--- src/rtl/fifoa_rr_reader.sv ---
// fifoa_rr_reader
//   Read-side drain engine for the 10-lane byte FIFO bank. It scans the lanes
//   round-robin, pulses a one-hot read enable, captures the FIFO's registered
//   dout one cycle later, and presents the byte on a valid/ready stream tagged
//   with its source lane. Up to MAX_BURST bytes are taken from one lane before
//   the pointer moves on, so each lane's context stays contiguous downstream.
//
// Ports
//   clk_rd     read-domain clock of the FIFO bank
//   rst_n      asynchronous active-low reset
//   rdempty    per-lane FIFO empty flags
//   fifo_dout  lane i byte on [8i+7:8i], valid the cycle after rd_vld[i]
//   lane_en    per-lane enable; disabled lanes are skipped
//   rd_vld     one-hot FIFO read enables, single-cycle pulses
//   byte_out   captured byte
//   byte_lane  source lane of byte_out
//   byte_vld   byte_out valid
//   byte_rdy   downstream accept
//   idle       high while scanning with no eligible lane
//   byte_cnt   bytes accepted downstream, wraps naturally
module fifoa_rr_reader #(
    parameter int NLANE     = 10,
    parameter int MAX_BURST = 4
) (
    input  logic               clk_rd,
    input  logic               rst_n,
    input  logic [NLANE-1:0]   rdempty,
    input  logic [NLANE*8-1:0] fifo_dout,
    input  logic [NLANE-1:0]   lane_en,
    output logic [NLANE-1:0]   rd_vld,
    output logic [7:0]         byte_out,
    output logic [3:0]         byte_lane,
    output logic               byte_vld,
    input  logic               byte_rdy,
    output logic               idle,
    output logic [15:0]        byte_cnt
);
    localparam int LW = 4;

    typedef enum logic [1:0] {SCAN, READ, CAPT, HOLD} state_t;

    state_t                  state;
    logic [LW-1:0]           ptr;
    logic [LW-1:0]           sel;
    logic [3:0]              burst_cnt;
    logic [NLANE-1:0]        elig;
    logic [NLANE-1:0][7:0]   dout_a;
    logic                    found;
    logic [LW-1:0]           pick;
    logic [LW-1:0]           cand;
    logic                    burst_more;

    // (a + k) mod NLANE for k < NLANE; one conditional subtract is enough.
    function automatic logic [LW-1:0] lane_add(logic [LW-1:0] a, int k);
        int s;
        s = int'(a) + k;
        if (s >= NLANE) s = s - NLANE;
        return LW'(s);
    endfunction

    function automatic logic [NLANE-1:0] onehot(logic [LW-1:0] l);
        logic [NLANE-1:0] v;
        v    = '0;
        v[l] = 1'b1;
        return v;
    endfunction

    assign elig   = ~rdempty & lane_en;
    assign dout_a = fifo_dout;

    // First eligible lane at or after ptr, wrapping; a lane just served sits
    // at the far end of the search because ptr was advanced past it.
    always_comb begin
        found = 1'b0;
        pick  = '0;
        cand  = '0;
        for (int k = 0; k < NLANE; k++) begin
            cand = lane_add(ptr, k);
            if (!found && elig[cand]) begin
                found = 1'b1;
                pick  = cand;
            end
        end
    end

    // Burst continues only if the lane is still readable right now, so a
    // lane that emptied or was disabled mid-burst is never read again.
    assign burst_more = (int'(burst_cnt) + 1 < MAX_BURST) && elig[sel];

    always_ff @(posedge clk_rd or negedge rst_n) begin
        if (!rst_n) begin
            state     <= SCAN;
            ptr       <= '0;
            sel       <= '0;
            burst_cnt <= '0;
            rd_vld    <= '0;
            byte_out  <= '0;
            byte_lane <= '0;
            byte_vld  <= 1'b0;
            byte_cnt  <= '0;
            idle      <= 1'b0;
        end else begin
            rd_vld <= '0;
            idle   <= 1'b0;
            case (state)
                SCAN: begin
                    if (found) begin
                        sel       <= pick;
                        burst_cnt <= '0;
                        rd_vld    <= onehot(pick);
                        state     <= READ;
                    end else begin
                        idle <= 1'b1;
                    end
                end
                READ: state <= CAPT;
                CAPT: begin
                    byte_out  <= dout_a[sel];
                    byte_lane <= sel;
                    byte_vld  <= 1'b1;
                    state     <= HOLD;
                end
                HOLD: begin
                    // Single-entry output buffer: no new read until accepted.
                    if (byte_rdy) begin
                        byte_cnt <= byte_cnt + 16'd1;
                        byte_vld <= 1'b0;
                        if (burst_more) begin
                            burst_cnt <= burst_cnt + 4'd1;
                            rd_vld    <= onehot(sel);
                            state     <= READ;
                        end else begin
                            ptr   <= lane_add(sel, 1);
                            state <= SCAN;
                        end
                    end
                end
                default: state <= SCAN;
            endcase
        end
    end
endmodule

--- config.mk ---
export PLATFORM = sky130hd
export DESIGN_NAME = fifoa_rr_reader
export DESIGN_NICKNAME = d
export VERILOG_FILES = /design/src/rtl/fifoa_rr_reader.sv
export SDC_FILE = /design/constraint.sdc
export NUM_CORES = 1
export LEC_CHECK = 0
export ABC_AREA = 1
export CAP_MARGIN = 20
export CORE_MARGIN = 3
export CORE_UTILIZATION = 56
export CTS_BUF_LIST = sky130_fd_sc_hd__clkbuf_8
export DETAILED_ROUTE_END_ITERATION = 16
export PLACE_DENSITY = 0.89
export RECOVER_POWER = 100
export SLEW_MARGIN = 10
export SYNTH_ARGS = -nofsm -noshare
export SYNTH_HDL_FRONTEND = slang
export SYNTH_SLANG_ARGS = --single-unit
--- constraint.sdc ---
create_clock -name clk_rd -period 11.2 [get_ports clk_rd]
set_input_delay 1.68 -clock clk_rd [delete_from_list [all_inputs] [get_ports clk_rd]]
set_output_delay 1.68 -clock clk_rd [all_outputs]
set_load 0.02 [all_outputs]
run_1/cell_density.png
Scale: 2 px per um. The die is cut into 11 by 11 equal tiles; black is low, pale yellow is high, 0 to 100% covered.
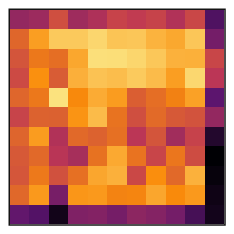
fullest tile = 94%
mean over tiles = 61%
nearly empty tiles = 1.7%
tiles over 75% full = 34%
densest ninth of the die = top middle
final core utilization: 73.22%
Starting Density: 58.12%
Core Region: 9864 um2

run_1/placement_by_type.png
Scale: 3 px per um. Fill, decap, tap and diode cells in gray.
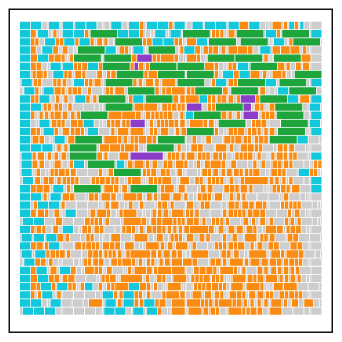
purple -> clock drivers and dummy loads  # cells 8
cyan -> remaining buffers and delay cells  # cells 147
green -> sequential cells  # cells 54
orange -> combinational and other logic  # cells 800
# rows: 36
cell area after layout: 7223 um2
sequential cell area share: 18.71%

run_1/clocks.png
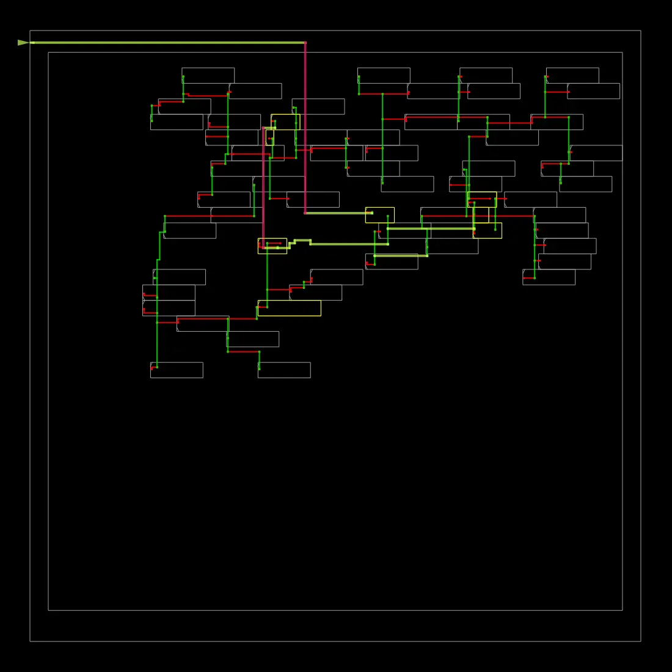
Max Clock Skew: 0.01121 ns
Layout clock buffers: 5

==> qor.csv, run 1 <==
stage,metric,value,unit
status,status,"finished, violations left",
status,violations,"capacitance limit, slew limit",
logic_synthesis,yosys_warnings,0,
clock_tree,cts_setup_buffers,0,
sta,max_freq,160.2,MHz
global_route,grt_pass1_vias,5925,
sta,slew_viol_final,55,
worst_setup_path,path_common_cell,nor2_1,
logic_synthesis,most_common_cell,nand2_1,
clock_tree,cts_tree,built,
route,ant_nets,0,
route,dr_wl_met3,1.453,mm
logic_synthesis,avgSynthCellArea,6.515,um2
logic_synthesis,synth_nets,1016,
logic_synthesis,simple_gate_share,40.33,%
clock_tree,cts-buffers-inserted,5,
logic_synthesis,logic_family,simple AND/OR/NAND/NOR gates,
worst_setup_path,critPathKind,reg2reg,
route,met2WireLength,7.925,mm
clock_tree,cts.path.max_buffers,2,
global_route,grt-busiest-layer,met2,
logic_synthesis,yosysUniqueCellTypes,50,
sta,max_slew_margin,-86.76,%
floorplan,die_w,107.2,um
run,drv_cap,1,
route,viasPerCell,5.611,
worst_setup_path,crit_slowest_cell,dfrtp_1,
clock_tree,htree_num_levels,2,
floorplan,num_io_pins,143,
worst_setup_path,cp.depth,21,
final_layout,comb_cells,702,
global_route,gr-usage-met2,49.24,%
final_layout,top_register,byte_cnt,
worst_setup_path,cp_max_fo,29,
placement,io_buffers,142,
logic_synthesis,ys_cells,880,
worst_setup_path,cp-endpoint,rd_vld[4],
sta,rsz0062_at_grt,false,
logic_synthesis,synthCells,880,
placement,placed_cell_area,7214,um2
route,vias,6408,
global_route,grt_use_met1,39.95,%
logic_synthesis,post_synth_most_frequent_cells,"nand2_1, nor2_1, inv_1",
route,drt_iter0_markers,635,
==> run 2: changes to the inputs <==
--- a/config.mk
+++ b/config.mk
@@ -8,10 +8,10 @@
 export ABC_AREA = 1
 export CAP_MARGIN = 20
 export CORE_MARGIN = 3
-export CORE_UTILIZATION = 56
+export CORE_UTILIZATION = 52
 export CTS_BUF_LIST = sky130_fd_sc_hd__clkbuf_8
 export DETAILED_ROUTE_END_ITERATION = 16
-export PLACE_DENSITY = 0.89
+export PLACE_DENSITY = 0.84
 export RECOVER_POWER = 100
 export SLEW_MARGIN = 10
 export SYNTH_ARGS = -nofsm -noshare
==> constraint.sdc (replaced) <==
create_clock -name clk_rd -period 6.06 [get_ports clk_rd]
set_input_delay 0.909 -clock clk_rd [delete_from_list [all_inputs] [get_ports clk_rd]]
set_output_delay 0.909 -clock clk_rd [all_outputs]
set_load 0.02 [all_outputs]
run_2/cell_density.png
Scale: 2 px per um. The die is cut into 11 by 11 equal tiles; black is low, pale yellow is high, 0 to 100% covered.
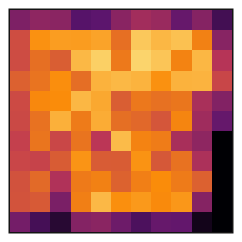
mean over tiles = 58%
tiles over 75% full = 26%
emptiest ninth of the die = bottom right

==> qor.csv, run 2 <==
stage,metric,value,unit
final_layout,fin_util,69.12,%
status,status,"finished, violations left",
sta,fin_skew,0.01152,ns
sta,max_freq,191.8,MHz
logic_synthesis,ys_cells,880,
placement,placed_cell_area,7203,um2
route,ant_nets,0,
clock_tree,cts_tree,built,
clock_tree,cts.path.max_buffers,2,
logic_synthesis,synth-edff-count,0,
logic_synthesis,post_synth_most_frequent_cells,"nand2_1, nor2_1, inv_1",
worst_setup_path,timing.rr.start,ptr[1],
sta,slew_viol_final,55,
floorplan,num_io_pins,143,
run,drv_cap,1,
final_layout,num-clock-buffers,5,
final_layout,comb_cells,702,
route,wl_met1,7.052,mm
logic_synthesis,logic_family,simple AND/OR/NAND/NOR gates,
global_route,grt_use_met1,34.28,%
status,violations,"capacitance limit, slew limit",
route,drt_iter0_markers,435,
floorplan,fp_util,54.55,%
floorplan,coreArea,10510,um2
final_layout,layout.nets,1142,
route,met2WireLength,8.087,mm
worst_setup_path,cp_max_fo,18,
logic_synthesis,most_common_cell,nand2_1,
final_layout,sh_seq_area,18.60,%
floorplan,die_w,111,um
worst_setup_path,crit_slowest_cell,dfrtp_1,
sta,max_slew_margin,-86.95,%
global_route,grt_pass1_vias,5862,
worst_setup_path,critPathKind,reg2reg,
clock_tree,cts_setup_buffers,0,
logic_synthesis,yosys_warnings,0,
floorplan,rows,37,
worst_setup_path,cp.depth,20,
worst_setup_path,cp-endpoint,rd_vld[2],
final_layout,design_area,7263,um2
worst_setup_path,path_common_cell,nand3_1,
sta,rsz0062_at_grt,false,
final_layout,top_register,byte_cnt,
logic_synthesis,avgSynthCellArea,6.515,um2
run_2/clk_routes.png
Scale: 4 px per um.
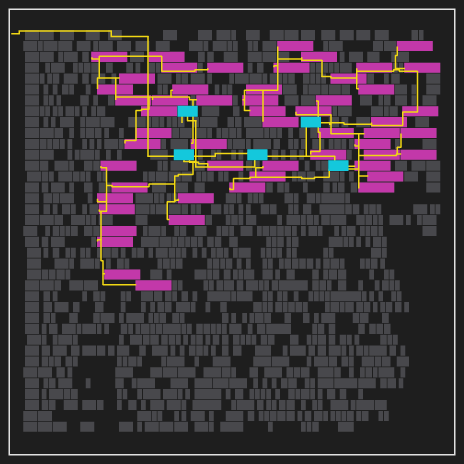
magenta -> flip-flops  # count 54
yellow -> clock wires  # length 627 um
cyan -> clock drivers  # count 5
routed clock nets = 6

==> run 3: changes to the inputs <==
--- a/config.mk
+++ b/config.mk
@@ -5,14 +5,15 @@
 export SDC_FILE = /design/constraint.sdc
 export NUM_CORES = 1
 export LEC_CHECK = 0
-export ABC_AREA = 1
+export ABC_AREA = 0
 export CAP_MARGIN = 20
 export CORE_MARGIN = 3
-export CORE_UTILIZATION = 52
+export CORE_UTILIZATION = 53
 export CTS_BUF_LIST = sky130_fd_sc_hd__clkbuf_8
 export DETAILED_ROUTE_END_ITERATION = 16
 export PLACE_DENSITY = 0.84
 export RECOVER_POWER = 100
+export REMOVE_ABC_BUFFERS = 1
 export SLEW_MARGIN = 10
 export SYNTH_ARGS = -nofsm -noshare
 export SYNTH_HDL_FRONTEND = slang
run_3/clocks.png
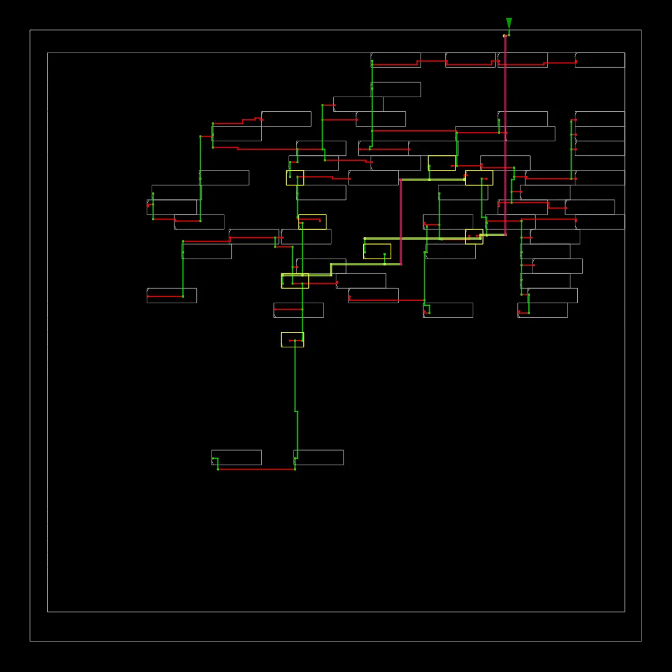
total CTS buffers: 5
CTS sink count: 54
Max Clock Skew: 0.01209 ns

==> qor.csv, run 3 <==
stage,metric,value,unit
status,status,"finished, violations left",
status,violations,"capacitance limit, slew limit",
run,drv_cap,2,
logic_synthesis,logic_family,AND-OR/OR-AND gates,
worst_setup_path,cp-endpoint,rd_vld[4],
clock_tree,cts_setup_buffers,0,
clock_tree,cts.path.max_buffers,2,
clock_tree,htree_num_levels,2,
placement,io_buffers,142,
worst_setup_path,crit_slowest_cell,nor4_1,
logic_synthesis,ys_cells,659,
logic_synthesis,synth-edff-count,0,
logic_synthesis,synthCells,659,
global_route,grt-busiest-layer,met2,
route,dr_wl_met3,1.561,mm
route,met2WireLength,8.863,mm
final_layout,num-clock-buffers,5,
route,vias,5949,
final_layout,top_register,byte_cnt,
logic_synthesis,avgSynthCellArea,9.208,um2
worst_setup_path,cp_max_fo,17,
final_layout,layout.nets,921,
sta,slew_viol_final,89,
floorplan,rows,38,
worst_setup_path,timing.rr.start,ptr[1],
final_layout,comb_cells,550,
worst_setup_path,critPathKind,reg2reg,
final_layout,design_area,7639,um2
run_3/detail.png
Region (44, 44) to (69, 69) um. Cells in gray, sequential cells in the stronger gray; small squares are vias.
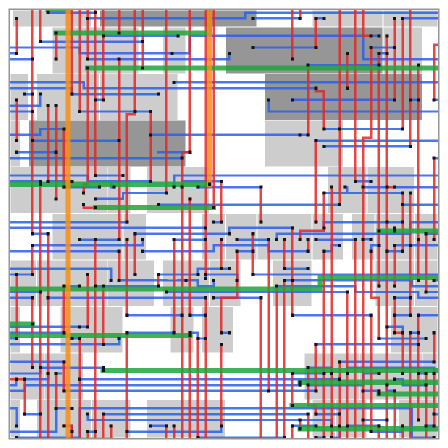
green -> metal 3
blue -> metal 1
orange -> metal 4
red -> metal 2
most frequent = nand2_1 (6), dfrtp_1 (3)
netlist names of flops here include = sel (2), ptr (1)
sequential cells in the window = 3
cells with their middle in the window = 43

